==> src/rtl/rc4_ctrl_if.sv <==
// Host/engine-side signal bundle for the RC4 session sequencer (rc4_ctrl).
// The master modport is the host/engine side. The slave modport is the controller.
interface rc4_ctrl_if #(
  parameter int MSG_LEN_W = 16
);
  logic                 start;
  logic                 abort;
  logic [MSG_LEN_W-1:0] msg_len;
  logic                 key_rvalid;
  logic                 key_rready;
  logic                 kg_done;
  logic [1:0]           NS;
  logic                 core_ready;
  logic                 din_valid;
  logic                 din_ready;
  logic [MSG_LEN_W-1:0] bytes_left;
  logic                 busy;
  logic                 done;
  logic                 err;

  modport master (
    output start, abort, msg_len, key_rvalid, kg_done, core_ready, din_valid,
    input  key_rready, NS, din_ready, bytes_left, busy, done, err
  );

  modport slave (
    input  start, abort, msg_len, key_rvalid, kg_done, core_ready, din_valid,
    output key_rready, NS, din_ready, bytes_left, busy, done, err
  );
endinterface

==> src/rtl/rc4_ctrl.sv <==
// RC4 session sequencer: drives the NS phase code, gates message bytes and reports done/err.
// Optional KEY-phase watchdog enabled by defining RC4_CTRL_TIMEOUT_EN.
module rc4_ctrl #(
  parameter int MSG_LEN_W  = 16,
  parameter int KG_TIMEOUT = 300
) (
  input logic        clk,
  input logic        rst,
  rc4_ctrl_if.slave  bus
);

  typedef enum logic [2:0] {
    ST_FLUSH     = 3'd0,
    ST_IDLE      = 3'd1,
    ST_KEY       = 3'd2,
    ST_KEY_LATCH = 3'd3,
    ST_CODE      = 3'd4,
    ST_DONE      = 3'd5
  } state_t;

  localparam logic [1:0] NS_INIT = 2'b00;
  localparam logic [1:0] NS_KEY  = 2'b01;
  localparam logic [1:0] NS_CODE = 2'b10;

  localparam logic [MSG_LEN_W-1:0] LEN_ZERO = {MSG_LEN_W{1'b0}};
  localparam logic [MSG_LEN_W-1:0] LEN_ONE  = {{(MSG_LEN_W-1){1'b0}}, 1'b1};

  state_t               state_r;
  state_t               state_s;
  logic [MSG_LEN_W-1:0] bytes_left_r;
  logic [MSG_LEN_W-1:0] bytes_left_s;
  logic                 err_r;
  logic                 err_s;
  logic [1:0]           ns_r;
  logic [1:0]           ns_s;
  logic                 key_rready_r;
  logic                 key_rready_s;
  logic                 busy_r;
  logic                 busy_s;
  logic                 done_r;
  logic                 done_s;
  logic                 len_zero_s;
  logic                 din_ready_s;
  logic                 handshake_s;
  logic                 timeout_s;

  assign len_zero_s  = (bytes_left_r == LEN_ZERO);
  assign din_ready_s = (state_r == ST_CODE) && bus.core_ready && !len_zero_s;
  assign handshake_s = bus.din_valid && din_ready_s;

`ifdef RC4_CTRL_TIMEOUT_EN
  localparam int TO_W = $clog2(KG_TIMEOUT + 1);

  logic [TO_W-1:0] to_cnt_r;
  logic [TO_W-1:0] to_cnt_s;

  // The counter holds (KEY cycles elapsed - 1), so hitting KG_TIMEOUT-1 ends the KG_TIMEOUT-th cycle
  assign timeout_s = (to_cnt_r == TO_W'(KG_TIMEOUT - 1));

  // Watchdog next value: clear on KEY entry, count while in KEY
  always_comb begin
    to_cnt_s = to_cnt_r;
    if ((state_r == ST_IDLE) && (state_s == ST_KEY)) begin
      to_cnt_s = {TO_W{1'b0}};
    end else if (state_r == ST_KEY) begin
      to_cnt_s = to_cnt_r + TO_W'(1);
    end else begin
      to_cnt_s = to_cnt_r;
    end
  end

  // Watchdog counter register
  always_ff @(posedge clk or negedge rst) begin
    if (!rst) begin
      to_cnt_r <= {TO_W{1'b0}};
    end else begin
      to_cnt_r <= to_cnt_s;
    end
  end
`else
  logic kg_timeout_unused_s;
  assign kg_timeout_unused_s = (KG_TIMEOUT != 0);
  assign timeout_s           = 1'b0;
`endif

  // Next-state, byte count and sticky error
  always_comb begin
    state_s      = state_r;
    bytes_left_s = bytes_left_r;
    err_s        = err_r;
    case (state_r)
      ST_FLUSH: begin
        state_s = ST_IDLE;
      end
      ST_IDLE: begin
        if (bus.start && bus.key_rvalid && !bus.abort) begin
          state_s      = ST_KEY;
          bytes_left_s = bus.msg_len;
          err_s        = 1'b0;
        end else begin
          state_s = ST_IDLE;
        end
      end
      ST_KEY: begin
        if (bus.abort) begin
          state_s = ST_FLUSH;
        end else if (!bus.key_rvalid) begin
          state_s = ST_FLUSH;
          err_s   = 1'b1;
        end else if (bus.kg_done) begin
          state_s = ST_KEY_LATCH;
        end else if (timeout_s) begin
          state_s = ST_FLUSH;
          err_s   = 1'b1;
        end else begin
          state_s = ST_KEY;
        end
      end
      // One extra KEY_GENE cycle lets the generator latch its table
      ST_KEY_LATCH: begin
        if (bus.abort) begin
          state_s = ST_FLUSH;
        end else if (!bus.key_rvalid) begin
          state_s = ST_FLUSH;
          err_s   = 1'b1;
        end else if (len_zero_s) begin
          state_s = ST_DONE;
        end else begin
          state_s = ST_CODE;
        end
      end
      ST_CODE: begin
        if (bus.abort) begin
          state_s = ST_FLUSH;
        end else if (len_zero_s) begin
          state_s = ST_DONE;
        end else if (handshake_s) begin
          bytes_left_s = bytes_left_r - LEN_ONE;
          if (bytes_left_r == LEN_ONE) begin
            state_s = ST_DONE;
          end else begin
            state_s = ST_CODE;
          end
        end else begin
          state_s = ST_CODE;
        end
      end
      ST_DONE: begin
        state_s = ST_IDLE;
      end
      default: begin
        state_s = ST_FLUSH;
      end
    endcase
  end

  // Output decode from the next state so registered outputs line up with the state register
  always_comb begin
    ns_s         = NS_INIT;
    key_rready_s = 1'b0;
    busy_s       = 1'b0;
    done_s       = 1'b0;
    case (state_s)
      ST_FLUSH: begin
        ns_s = NS_CODE;
      end
      ST_IDLE: begin
        ns_s = NS_INIT;
      end
      ST_KEY, ST_KEY_LATCH: begin
        ns_s         = NS_KEY;
        key_rready_s = 1'b1;
        busy_s       = 1'b1;
      end
      ST_CODE: begin
        ns_s   = NS_CODE;
        busy_s = 1'b1;
      end
      ST_DONE: begin
        ns_s   = NS_INIT;
        done_s = 1'b1;
      end
      default: begin
        ns_s = NS_CODE;
      end
    endcase
  end

  // State and registered outputs
  always_ff @(posedge clk or negedge rst) begin
    if (!rst) begin
      state_r      <= ST_FLUSH;
      bytes_left_r <= LEN_ZERO;
      err_r        <= 1'b0;
      ns_r         <= NS_CODE;
      key_rready_r <= 1'b0;
      busy_r       <= 1'b0;
      done_r       <= 1'b0;
    end else begin
      state_r      <= state_s;
      bytes_left_r <= bytes_left_s;
      err_r        <= err_s;
      ns_r         <= ns_s;
      key_rready_r <= key_rready_s;
      busy_r       <= busy_s;
      done_r       <= done_s;
    end
  end

  assign bus.NS         = ns_r;
  assign bus.key_rready = key_rready_r;
  assign bus.busy       = busy_r;
  assign bus.done       = done_r;
  assign bus.err        = err_r;
  assign bus.bytes_left = bytes_left_r;
  assign bus.din_ready  = din_ready_s;

endmodule
==> src/flat_wrapper.sv <==
// flat-port wrapper written by rule: the top's interface ports become plain ports
module rc4_ctrl_flat 
#(
  parameter int MSG_LEN_W  = 16,
  parameter int KG_TIMEOUT = 300
)
  (clk, rst, bus_start, bus_abort, bus_msg_len, bus_key_rvalid, bus_kg_done, bus_core_ready, bus_din_valid, bus_key_rready, bus_NS, bus_din_ready, bus_bytes_left, bus_busy, bus_done, bus_err);
  rc4_ctrl_if #(.MSG_LEN_W(MSG_LEN_W)) bus_i ();
  input logic clk;
  input logic rst;
  input wire logic [$bits(bus_i.start)-1:0] bus_start;
  input wire logic [$bits(bus_i.abort)-1:0] bus_abort;
  input wire logic [$bits(bus_i.msg_len)-1:0] bus_msg_len;
  input wire logic [$bits(bus_i.key_rvalid)-1:0] bus_key_rvalid;
  input wire logic [$bits(bus_i.kg_done)-1:0] bus_kg_done;
  input wire logic [$bits(bus_i.core_ready)-1:0] bus_core_ready;
  input wire logic [$bits(bus_i.din_valid)-1:0] bus_din_valid;
  output wire logic [$bits(bus_i.key_rready)-1:0] bus_key_rready;
  output wire logic [$bits(bus_i.NS)-1:0] bus_NS;
  output wire logic [$bits(bus_i.din_ready)-1:0] bus_din_ready;
  output wire logic [$bits(bus_i.bytes_left)-1:0] bus_bytes_left;
  output wire logic [$bits(bus_i.busy)-1:0] bus_busy;
  output wire logic [$bits(bus_i.done)-1:0] bus_done;
  output wire logic [$bits(bus_i.err)-1:0] bus_err;
  assign bus_i.start = bus_start;
  assign bus_i.abort = bus_abort;
  assign bus_i.msg_len = bus_msg_len;
  assign bus_i.key_rvalid = bus_key_rvalid;
  assign bus_i.kg_done = bus_kg_done;
  assign bus_i.core_ready = bus_core_ready;
  assign bus_i.din_valid = bus_din_valid;
  assign bus_key_rready = bus_i.key_rready;
  assign bus_NS = bus_i.NS;
  assign bus_din_ready = bus_i.din_ready;
  assign bus_bytes_left = bus_i.bytes_left;
  assign bus_busy = bus_i.busy;
  assign bus_done = bus_i.done;
  assign bus_err = bus_i.err;
  rc4_ctrl #(.MSG_LEN_W(MSG_LEN_W), .KG_TIMEOUT(KG_TIMEOUT)) u_core (.clk(clk), .rst(rst), .bus(bus_i));
endmodule
==> config.mk <==
export PLATFORM = sky130hd
export DESIGN_NAME = rc4_ctrl_flat
export DESIGN_NICKNAME = d
export VERILOG_FILES = /design/src/rtl/rc4_ctrl_if.sv /design/src/rtl/rc4_ctrl.sv /design/src/flat_wrapper.sv
export SDC_FILE = /design/constraint.sdc
export NUM_CORES = 1
export LEC_CHECK = 0
export ABC_CLOCK_PERIOD_IN_PS = 3320
export CAP_MARGIN = 10
export CORE_MARGIN = 2
export CORE_UTILIZATION = 46
export DETAILED_ROUTE_END_ITERATION = 8
export HOLD_SLACK_MARGIN = 0.06
export PLACE_DENSITY = 0.89
export SYNTH_ARGS = -nofsm -noshare
export SYNTH_HDL_FRONTEND = slang
export SYNTH_SLANG_ARGS = --single-unit
==> constraint.sdc <==
create_clock -name clk -period 3.32 [get_ports clk]
set_clock_uncertainty 0.2 [all_clocks]
set_input_delay 0.664 -clock clk [delete_from_list [all_inputs] [get_ports clk]]
set_output_delay 0.664 -clock clk [all_outputs]
set_load 0.01 [all_outputs]
==> summary.txt, run 1 <==
run metrics: min Tclk post-route 3190 ps, Placement Setup Slack 95.2 ps, Final Setup Violations 0, top cells by count dfrtp_1 (23), a21oi_1 (20), nor2_1 (15), o21ai_0 (15), nand2_1 (9), Final TNS setup 0 ps, DIE WIDTH 60.3 um, fmax 313 MHz, final WL 3.80 mm, clk sink count 24, largest net degree at the start of global routing 26, Area Overhead vs Synth 39.8%, Synth warnings 0, non-filler cells, final 263, dpl cells 258, nets 247, Total Power 0.930 mW, kind of critical path flip-flop to primary output, drc violations 0, biggest area cells dfrtp_1 (39%), a21oi_1 (6.9%), o21ai_0 (5.1%), RSZ-0062 raised after global routing no, Slew HR 53.0%, Registers, synthesis 24, first-pass GRT wire length 6.27 mm, share of layout cells above drive strength 1 16.0%, hold depth 2, Routed Antenna Nets 0, placed cell areas 0.00200 mm2, FF-to-FF path depth 8, Final Hold Viols 0, worst-case vdd ir drop 0.313 mV, cell family with most CP delay simple AND/OR/NAND/NOR gates, worst min-delay path class flip-flop to flip-flop, CTS buffer count 3, status finished, final reports clean, final instance area 0.00204 mm2, Simple-Gate Fraction of Synth Area 23.4%, Critical Path RT 2460 ps, die area 0.00364 mm2, Die Height 60.3 um, cycle use final 96.1%, pwr dens 456 mW/mm2, IO Pins 47, antenna violations before repair 0, Post-DP HPWL 2.69 mm, Worst-path clk slew 130 ps, max_cap viols 0, mux frac, synth 0%, area share of the largest cell type after synthesis 39.4%, ao+oa area frac 27.3%, synthesized area 0.00146 mm2, CTS tree built, CP peak stage delay 590 ps, filler instances 246, PnR worst setup slack 128 ps, CP Capture Type primary output, grt ovf 0, xor/xnor share 0%, asr flop ratio synth 100%, initial DRC count 86, Final Slew Violations 0, Synth Seq Share 41.2%, vias 1526, count of tool warnings 28, htree depth 1, vias in the first global route 1413, top_reg_cell synth dfrtp_1, worst-path maximum fanout 2, Hold Slack 311 ps, number of enable flip-flop cells 0, Core ar. 0.00303 mm2, main logic family after synthesis AND-OR/OR-AND gates, buffers and inverters on the worst path 2, worst slew pin tran 705 ps, Startpoint Class flip-flop, CP Cell Sequence inv_2 -> ha_2 -> or4b_2 -> or4_4 -> and3_2 -> clkbuf_2, CP arrival 2330 ps, Netlist cell types 46, Clock Path Buffers 2, DRT Pass-1 Iters 4, FP Util 48.2%, Critical-path top delay cell or4b_2, Core Rows 20, yosys cell count 167, ANT cells 0, Port Buffers 46, yosys adder share 2.57%, Floorplan Nets 194, placer's final routability congestion estimate 0.814, Insertion Delay late pin 330 ps, Avg Cell Area, Syn 8.74 um2, Root Driver clkbuf_4, Mapped Cells 167, most frequent cell after synthesis dfrtp_1
-- run 1: cells by family (layout without fill, tap and decap cells) --
group                      after synthesis  after routing
AOI/OAI and AO/OA                       64             64
adders and majority gates                3              3
buffers and inverters                   14             66
DFF                                     24             24
and+or+nand+nor                         62             62
-- run 1: layout by cell type (no fill, tap or decap), types with 2 or more instances in the layout --
cell             count
clkdlybuf4s50_1     45
dfrtp_1             23
a21oi_1             20
nor2_1              15
o21ai_0             15
buf_4               13
nand2_1              9
nor3_1               7
nor2b_1              4
o21a_1               4
nor4_1               4
nand3_1              4
a31oi_1              4
or2_2                3
o22ai_1              3
clkbuf_4             3
inv_1                2
nor3b_1              2
or3b_2               2
a21o_1               2
or4_4                2
or4_1                2
o22a_1               2
a22oi_1              2
o21ai_1              2
a21oi_2              2
ha_1                 2
-- run 1: area by class of cell --
cell class / instances / area, um2 / area share [%]
clock buffers: 4 / 36.3 / 1.78
inverters: 3 / 11.3 / 0.551
multi-input cells: 129 / 785 / 38.4
flip-flops and latches: 24 / 602 / 29.5
well taps: 44 / 55.1 / 2.70
repair buffers: 59 / 553 / 27.1
-- run 1: flip-flops by register name (all words and copies together), names as in the netlist --
name                   cells
u_core.bus.bytes_left     16
u_core.state_r             3
u_core.bus.NS              2
u_core.bus.busy            1
u_core.bus.done            1
u_core.bus.err             1
-- run 1: worst min-delay path: cells and delay by family, from the launching register on --
family	cells	cell delay, ps
flops	1	380
simple gates	2	100
-- run 1: layer usage --
layer / part of all wire (%) / up-vias / track usage [%]
met1: 43 / 708 / 31.2
met2: 47 / 84 / 36.0
met4: 1.0 / 0 / 7.62
met5: 0 / - / 0
li1: - / 726 / -
met3: 9.2 / 8 / 3.62
-- run 1: what timing repair did --
action	in CTS	in global routing
setup endpoints to repair	1	1
setup buffers	1	0
gates resized	5	1
hold buffers	0	0
-- run 1: report_power, final --
part / internal, mW / switching [mW]
clock network: 0.0672 / 0.0946
registers: 0.348 / 0.0540
logic: 0.205 / 0.161
total: 0.621 / 0.310
-- run 1: worst paths after layout --
kind	from	end	slack (ps)
max	u_core.bus.bytes_left[0]	bus_din_ready	130
min	u_core.bus.err	u_core.bus.err	310
max reg2reg	u_core.bus.bytes_left[0]	u_core.bus.bytes_left[14]	370
min reg2reg	u_core.bus.err	u_core.bus.err	310
max in group asynchronous	rst	u_core.bus.NS[1]	2150
min in group asynchronous	rst	u_core.bus.bytes_left[15]	470
==> run_1/congestion_map.png <==
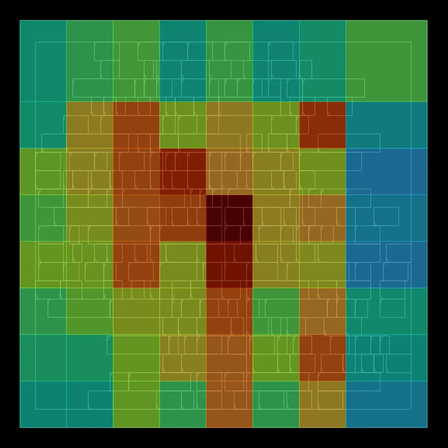
M2 GR Usage: 36.0%
Tot GR Track Use: 22.5%
GRT met3 Usage: 3.62%
average wire per standard cell: 14.5 um
fin util: 67.4%

==> run_1/gates.png <==
Drawn at 8 px/um.
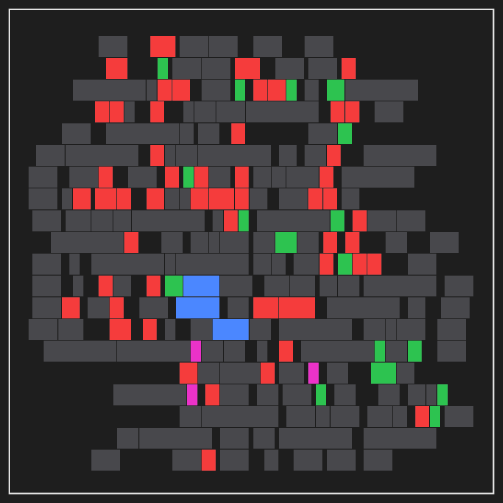
magenta -> inv cells  # cells 3, most used inv_1
blue -> fa/ha/maj cells  # cells 3, most used ha_1
green -> nand cells  # cells 17, most used nand2_1
red -> aoi and oai cells  # cells 52, most used a21oi_1

==> run_1/closeup.png <==
Region (10, 20) to (50, 60) um. Cells in gray, sequential cells in the stronger gray; small squares are vias.
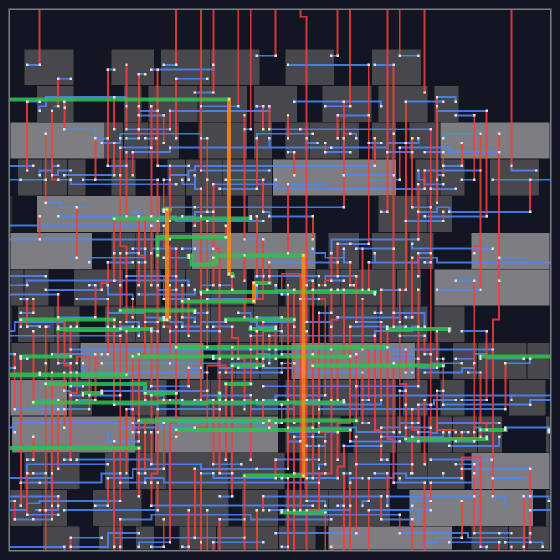
red -> M2
blue -> M1
green -> M3
orange -> M4
netlist names of flops here include = u_core.bus.bytes_left (12), u_core.state_r (2)
cells with their middle in the window = 136
most frequent = a21oi_1 (18), clkdlybuf4s50_1 (16), dfrtp_1 (15)
sequential cells in the window = 15

==> run_1/ff_map.png <==
Drawn at 8 px/um. Other sequential cells in the stronger gray, the rest of the logic in the fainter gray.
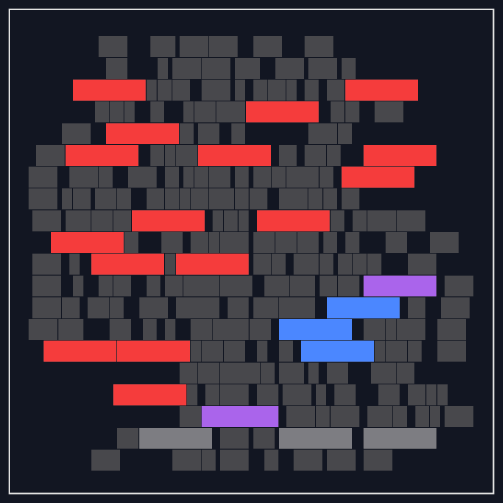
blue -> u_core.state_r  # placed flops 3
purple -> u_core.bus.NS  # placed flops 2
red -> u_core.bus.bytes_left  # placed flops 16
not colored = 3

==> run 2: changes to the inputs <==
- REMOVE_ABC_BUFFERS: default -> 1
==> run_2/m2.png <==
Drawn at 4 px/um.
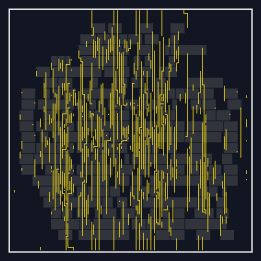
longest straight run = 32.6 um
nets with wire on the layer = 203
wire length on this layer = 1810 um
main direction = vertical

==> summary.txt, run 2 <==
run metrics: status finished, final reports clean, IO Pins 47 (unchanged), Worst-path clk slew 130 ps (about the same), dpl cells 258 (unchanged), htree depth 1 (unchanged), Hold Path Sink u_core.bus.err, Total Power 0.918 mW (-1.3%), Clock Path Buffers 2 (unchanged), Final Setup Violations 0 (unchanged), CP Capture Type primary output, non-filler cells, final 265 (+0.76%), top_reg_cell synth dfrtp_1, area share of the largest cell type after synthesis 39.4% (unchanged), Area Overhead vs Synth 40.2%, Critical-path top delay cell or4b_2, Avg Cell Area, Syn 8.74 um2 (unchanged), worst-path maximum fanout 2 (unchanged), FP Util 48.2% (unchanged), fmax 314 MHz (+0.24%), worst slew pin tran 698 ps (-7.80 ps), grt ovf 0 (unchanged), r2r endpoint u_core.bus.bytes_left[12], min Tclk post-route 3180 ps (-7.51 ps), FF-to-FF path depth 8 (unchanged), number of enable flip-flop cells 0 (unchanged), final instance area 0.00205 mm2 (+0.24%), Startpoint Class flip-flop, Mapped Cells 167 (unchanged), antenna violations before repair 0 (unchanged), Worst Min Path Start u_core.bus.err, Synth Seq Share 41.2% (unchanged), placed cell areas 0.00200 mm2 (unchanged), vias 1501 (-1.6%), asr flop ratio synth 100% (unchanged), worst min-delay path class flip-flop to flip-flop, Registers, synthesis 24 (unchanged), biggest area cells dfrtp_1 (39%), a21oi_1 (6.9%), o21ai_0 (5.1%), nets 249 (+0.81%), Netlist cell types 46 (unchanged), Critical Path RT 2460 ps (about the same), Post-DP HPWL 2.69 mm (+0.14%), max reg flops 16 (unchanged), Final Slew Violations 0 (unchanged), Final Hold Viols 0 (unchanged), Final TNS setup 0 ps (unchanged), CP Cell Sequence inv_2 -> ha_2 -> or4b_2 -> or4_4 -> and3_2 -> clkbuf_2, drc violations 0 (unchanged), most numerous logic cells after layout clkdlybuf4s50_1 (45), dfrtp_1 (23), a21oi_1 (20), vias in the first global route 1310 (-7.3%), CP arrival 2320 ps (about the same), placer's final routability congestion estimate 0.816 (+0.28%), hold depth 2 (unchanged), CTS tree built, yosys cell count 167 (unchanged), Tot GR Track Use 22.7% (+0.19 points), worst-case vdd ir drop 0.255 mV (-19%), CP peak stage delay 570 ps (-20 ps), synthesized area 0.00146 mm2 (unchanged), DRT Pass-1 Iters 4 (unchanged), fin util 67.6% (+0.17 points), max_cap viols 0 (unchanged), Slew HR 53.5% (+0.52 points), share of layout cells above drive strength 1 16.7% (+0.76 points)
==> run 2: cell types whose count changed in the layout (fill, tap and decap cells not counted), sizes merged <==
cell,previous run,this run
buf,13,15
==> run 2: cell type report <==
cell class	count	area [um2]
clock buffers	4	26.3
fillers	246	981
inverters	3	11.3
multi-input cells	129	785
flip-flops and latches	24	602
well taps	44	55.1
repair buffers	61	568
==> run 2: routing by layer <==
| layer | global-route usage [%] | part of all wire (%) | vias up | wire length, um |
|---|---|---|---|---|
| met4 | 8.25 | 1.4 | 0 | 54 |
| met2 | 36.3 | 48 | 75 | 1810 |
| met3 | 2.56 | 6.7 | 6 | 253 |
| met5 | 0 | 0 | - | 0 |
| met1 | 31.9 | 44 | 686 | 1660 |
| li1 | - | - | 734 | - |
==> run 2: through the flow <==
| stage | setup slack [ps] | hold slack [ps] |
|---|---|---|
| after global routing | 79.0 | 344 |
| after detailed placement | 95.7 | 286 |
| final | 136 | 301 |
| after CTS | 3.47 | 310 |
| after floorplan | 404 | 168 |
| after global placement | 149 | 274 |
==> run 2: logic make-up after synthesis <==
family	after synthesis	synth area share [%]
AOI/OAI and AO/OA	64	27.3
adders and majority gates	3	2.57
buffers and inverters	14	5.48
DFF	24	41.2
and+or+nand+nor	62	23.4
==> run 2: worst max path at each step <==
stage,start,to,slack [ps],depth (start not counted)
5_1_grt,u_core.bus.bytes_left[0],bus_din_ready,80,6
3_5_place_dp,u_core.bus.bytes_left[0],bus_din_ready,100,6
2_1_floorplan,u_core.bus.bytes_left[0],bus_din_ready,400,5
6_report,u_core.bus.bytes_left[0],bus_din_ready,140,6
4_1_cts,u_core.bus.bytes_left[1],bus_din_ready,3,6
3_3_place_gp,u_core.bus.bytes_left[0],bus_din_ready,150,6
==> run 2: where the power goes <==
group          switching (mW)  total (mW)  internal [mW]  leakage (nW)
registers              0.0581       0.406          0.348         0.284
logic                   0.161       0.376          0.215         0.482
clock network          0.0890       0.136         0.0469        0.0150
total                   0.308       0.918          0.610         0.780
==> run 2: worst max-delay path, delay by kind of cell (launching register included) <==
kind | cells | cell delay [ps]
buffers and inverters | 2 | 200
and+or+nand+nor | 3 | 1220
adders and majority gates | 1 | 170
DFF | 1 | 420
==> run 2: timing repair <==
| action | in CTS | in global routing |
|---|---|---|
| gates resized | 3 | 4 |
| pin swaps | 0 | 0 |
| setup endpoints to repair | 1 | 1 |
| setup buffers | 2 | 1 |
| hold buffers | 0 | 0 |
==> run 3: changes to the inputs <==
- CORE_MARGIN: 2 -> default
- CORE_UTILIZATION: 46 -> 48
- CTS_BUF_LIST: default -> sky130_fd_sc_hd__clkbuf_8
- PLACE_DENSITY: 0.89 -> 0.92
==> run_3/port_trees.png <==
Drawn at 8 px/um.
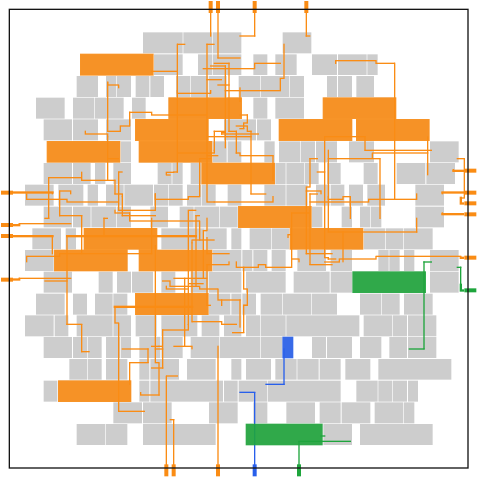
orange -> bus_bytes_left  # bits 16, direction output, edge 5 right, 4 left, 4 top, 3 bottom, end cells 16, wire 813 um
green -> bus_NS  # bits 2, direction output, edge 1 right, 1 bottom, end cells 2, wire 27.0 um
blue -> bus_din_valid  # bits 1, direction input, edge bottom, end cells 1, wire 17.6 um

==> summary.txt, run 3 <==
run metrics: Clock Path Buffers 2 (unchanged), register share of total power 42.4% (-1.8 points), htree depth 1 (unchanged), hold_buf cts 0 (unchanged), first-pass GRT wire length 6.88 mm, Insertion Delay late pin 280 ps, P_int 0.638 mW (+4.5%), worst min-delay path class flip-flop to flip-flop, Lkg Pwr 0.787 nW, RSZ-0062 raised after global routing no, Final Hold Viols 0 (unchanged), Post-DP HPWL 2.89 mm (+7.3%), CP peak stage delay 580 ps (about the same), final WL 3.99 mm, max_cap viols 0 (unchanged), DRT Pass-1 Iters 7 (+3), synthesized area 0.00146 mm2 (unchanged), DIE WIDTH 57.2 um, Clock Power Share 19.2% (+4.4 points), IO Pins 47 (unchanged), Critical-path top delay cell or4b_2, grt ovf 0 (unchanged), Worst-path clk slew 90 ps (-40 ps), Gate power share 38.4% (-2.6 points), FF-to-FF path depth 9 (+1), area share of the largest cell type after synthesis 39.4% (unchanged), clk sink count 24, fin util 72.2% (+4.6 points), asr flop ratio synth 100% (unchanged), status complete, but fails checks, most frequent cell after synthesis dfrtp_1, worst-path maximum fanout 2 (unchanged), violated checks DRC, Via density 6.13, FF-to-FF setup slack 110 ps, Commonest Layout Cell clkdlybuf4s50_1, worst-case vdd ir drop 0.243 mV (-4.5%), Synth warnings 0, Mapped Cells 167 (unchanged), Avg Cell Area, Syn 8.74 um2 (unchanged), vias 1538 (+2.5%), Registers, synthesis 24 (unchanged), placer's final routability congestion estimate 0.793 (-2.8%), Core Rows 19, die area 0.00327 mm2, worst slew pin tran 721 ps (+22.9 ps), Final Slew Violations 0 (unchanged), drc violations 3 (+3), Final Setup Violations 0 (unchanged), number of enable flip-flop cells 0 (unchanged), switching share of power 33.3% (-0.22 points), pwr dens 468 mW/mm2, Chip Area, Yosys 0.00146 mm2, Startpoint Class flip-flop, crit path capture bus_din_ready, Switching Power 0.319 mW (+3.5%), CP Launch Point u_core.bus.bytes_left[1], average wire per standard cell 15.9 um, Tot GR Track Use 27.3% (+4.7 points), CP Cell Sequence inv_2 -> ha_2 -> or4b_2 -> or4_4 -> and3_2 -> buf_2, Critical Path RT 2460 ps (about the same), non-filler cells, final 251 (-5.3%), Area Overhead vs Synth 39.8%, Root Driver clkbuf_8, ANT cells 0, Die Height 57.2 um, Port Buffers 46, count of tool warnings 27, Netlist cell types 46 (unchanged), max reg flops 16 (unchanged), r2r endpoint u_core.bus.bytes_left[14], most numerous logic cells after layout clkdlybuf4s50_1 (45), dfrtp_1 (23), a21oi_1 (20), top_reg_cell synth dfrtp_1, initial DRC count 77, CP arrival 2380 ps (+60 ps), FP Util 51.6% (+3.4 points), Final TNS setup 0 ps (unchanged), kind of critical path flip-flop to primary output, sequential cell area 602 um2 (unchanged), largest net degree at the start of global routing 26, biggest area cells dfrtp_1 (39%), a21oi_1 (6.9%), o21ai_0 (5.1%), Slew HR 52.0% (-1.5 points), top cells by count dfrtp_1 (23), a21oi_1 (20), nor2_1 (15), o21ai_0 (15), nand2_1 (9), nets 248 (-0.40%), Core ar. 0.00283 mm2, fmax 308 MHz (-2.0%), CTS tree built, Synth Seq Share 41.2% (unchanged), vias in the first global route 1546 (+18%), cycle use final 97.8%, antenna violations before repair 0 (unchanged), filler instances 220 (-11%), min Tclk post-route 3250 ps (+63.7 ps), share of layout cells above drive strength 1 16.4% (-0.38 points), FF-to-FF Start u_core.bus.bytes_left[1], CP Capture Type primary output, yosys cell count 167 (unchanged), Routed Antenna Nets 0, CTS buffer count 3, post-synth top area cell dfrtp_1, dpl cells 246 (-4.7%), logic area 785 um2 (unchanged)
-- run 3: metal layers --
layer,share of wire (%),global-route usage (%),wire [um]
met2,49,45.2,1950
met3,7.2,4.54,286
met5,0,0,0
met1,42,35.8,1680
met4,1.8,11.1,72
-- run 3: area by class of cell --
type / count / share of cell area, %
Inverter: 3 / 0.551
Clock buffer: 3 / 2.02
Multi-Input combinational cell: 129 / 38.4
Tap cell: 31 / 1.90
Clock inverter: 1 / 0.184
Timing Repair Buffer: 60 / 27.5
Sequential cell: 24 / 29.5
-- run 3: what timing repair did --
action / 4_1_cts / 5_1_grt
gates resized: 8 / 0
buffers inserted: 1 / 0
endpoints found under the setup margin: 1 / 0
-- run 3: cell families (layout without fill, tap and decap cells) --
family          after synthesis  in the layout  share of synthesized area (%)
buf+inv                      14             67                           5.48
compound gates               64             64                           27.3
simple gates                 62             62                           23.4
flops                        24             24                           41.2
fa+ha+maj                     3              3                           2.57
-- run 3: stage by stage --
step / setup WS, ps / hold slack, ps / area, um2 / power [mW]
2_1_floorplan: 404 / 168 / 1390 / 0.542
3_3_place_gp: 122 / 278 / 1990 / 0.752
3_5_place_dp: 61.1 / 285 / 1990 / 0.773
4_1_cts: 57.4 / 308 / 2040 / 0.958
5_1_grt: 5.00 / 341 / 2040 / 1.01
6_report: 72.2 / 303 / 2040 / 0.956
-- run 3: critical path, delay by kind of cell, from the launching register on --
family	cells	cell delay [ps]
buffers and inverters	2	200
adder cells (fa/ha/maj)	1	170
AND/OR/NAND/NOR	3	1330
flip-flops	1	410
-- run 3: how the worst min path moves through the flow --
stage                         startpoint          endpoint  slack (ps)  cells after the start
after floorplan                      rst  u_core.bus.NS[0]         170                      0
after global placement    u_core.bus.err    u_core.bus.err         280                      2
after detailed placement  u_core.bus.err    u_core.bus.err         290                      2
after CTS                 u_core.bus.err    u_core.bus.err         310                      2
after global routing      u_core.bus.err    u_core.bus.err         340                      2
final                     u_core.bus.err    u_core.bus.err         300                      2
-- run 3: power groups by stage --
stage / clock [mW] / sequential (mW) / combinational [mW]
after floorplan: 0 / 0.443 / 0.0991
after global placement: 0 / 0.401 / 0.351
after detailed placement: 0 / 0.409 / 0.364
after CTS: 0.185 / 0.405 / 0.368
after global routing: 0.195 / 0.415 / 0.398
final: 0.183 / 0.406 / 0.367
No activity file was given, so power comes from the tool's default toggle rates.
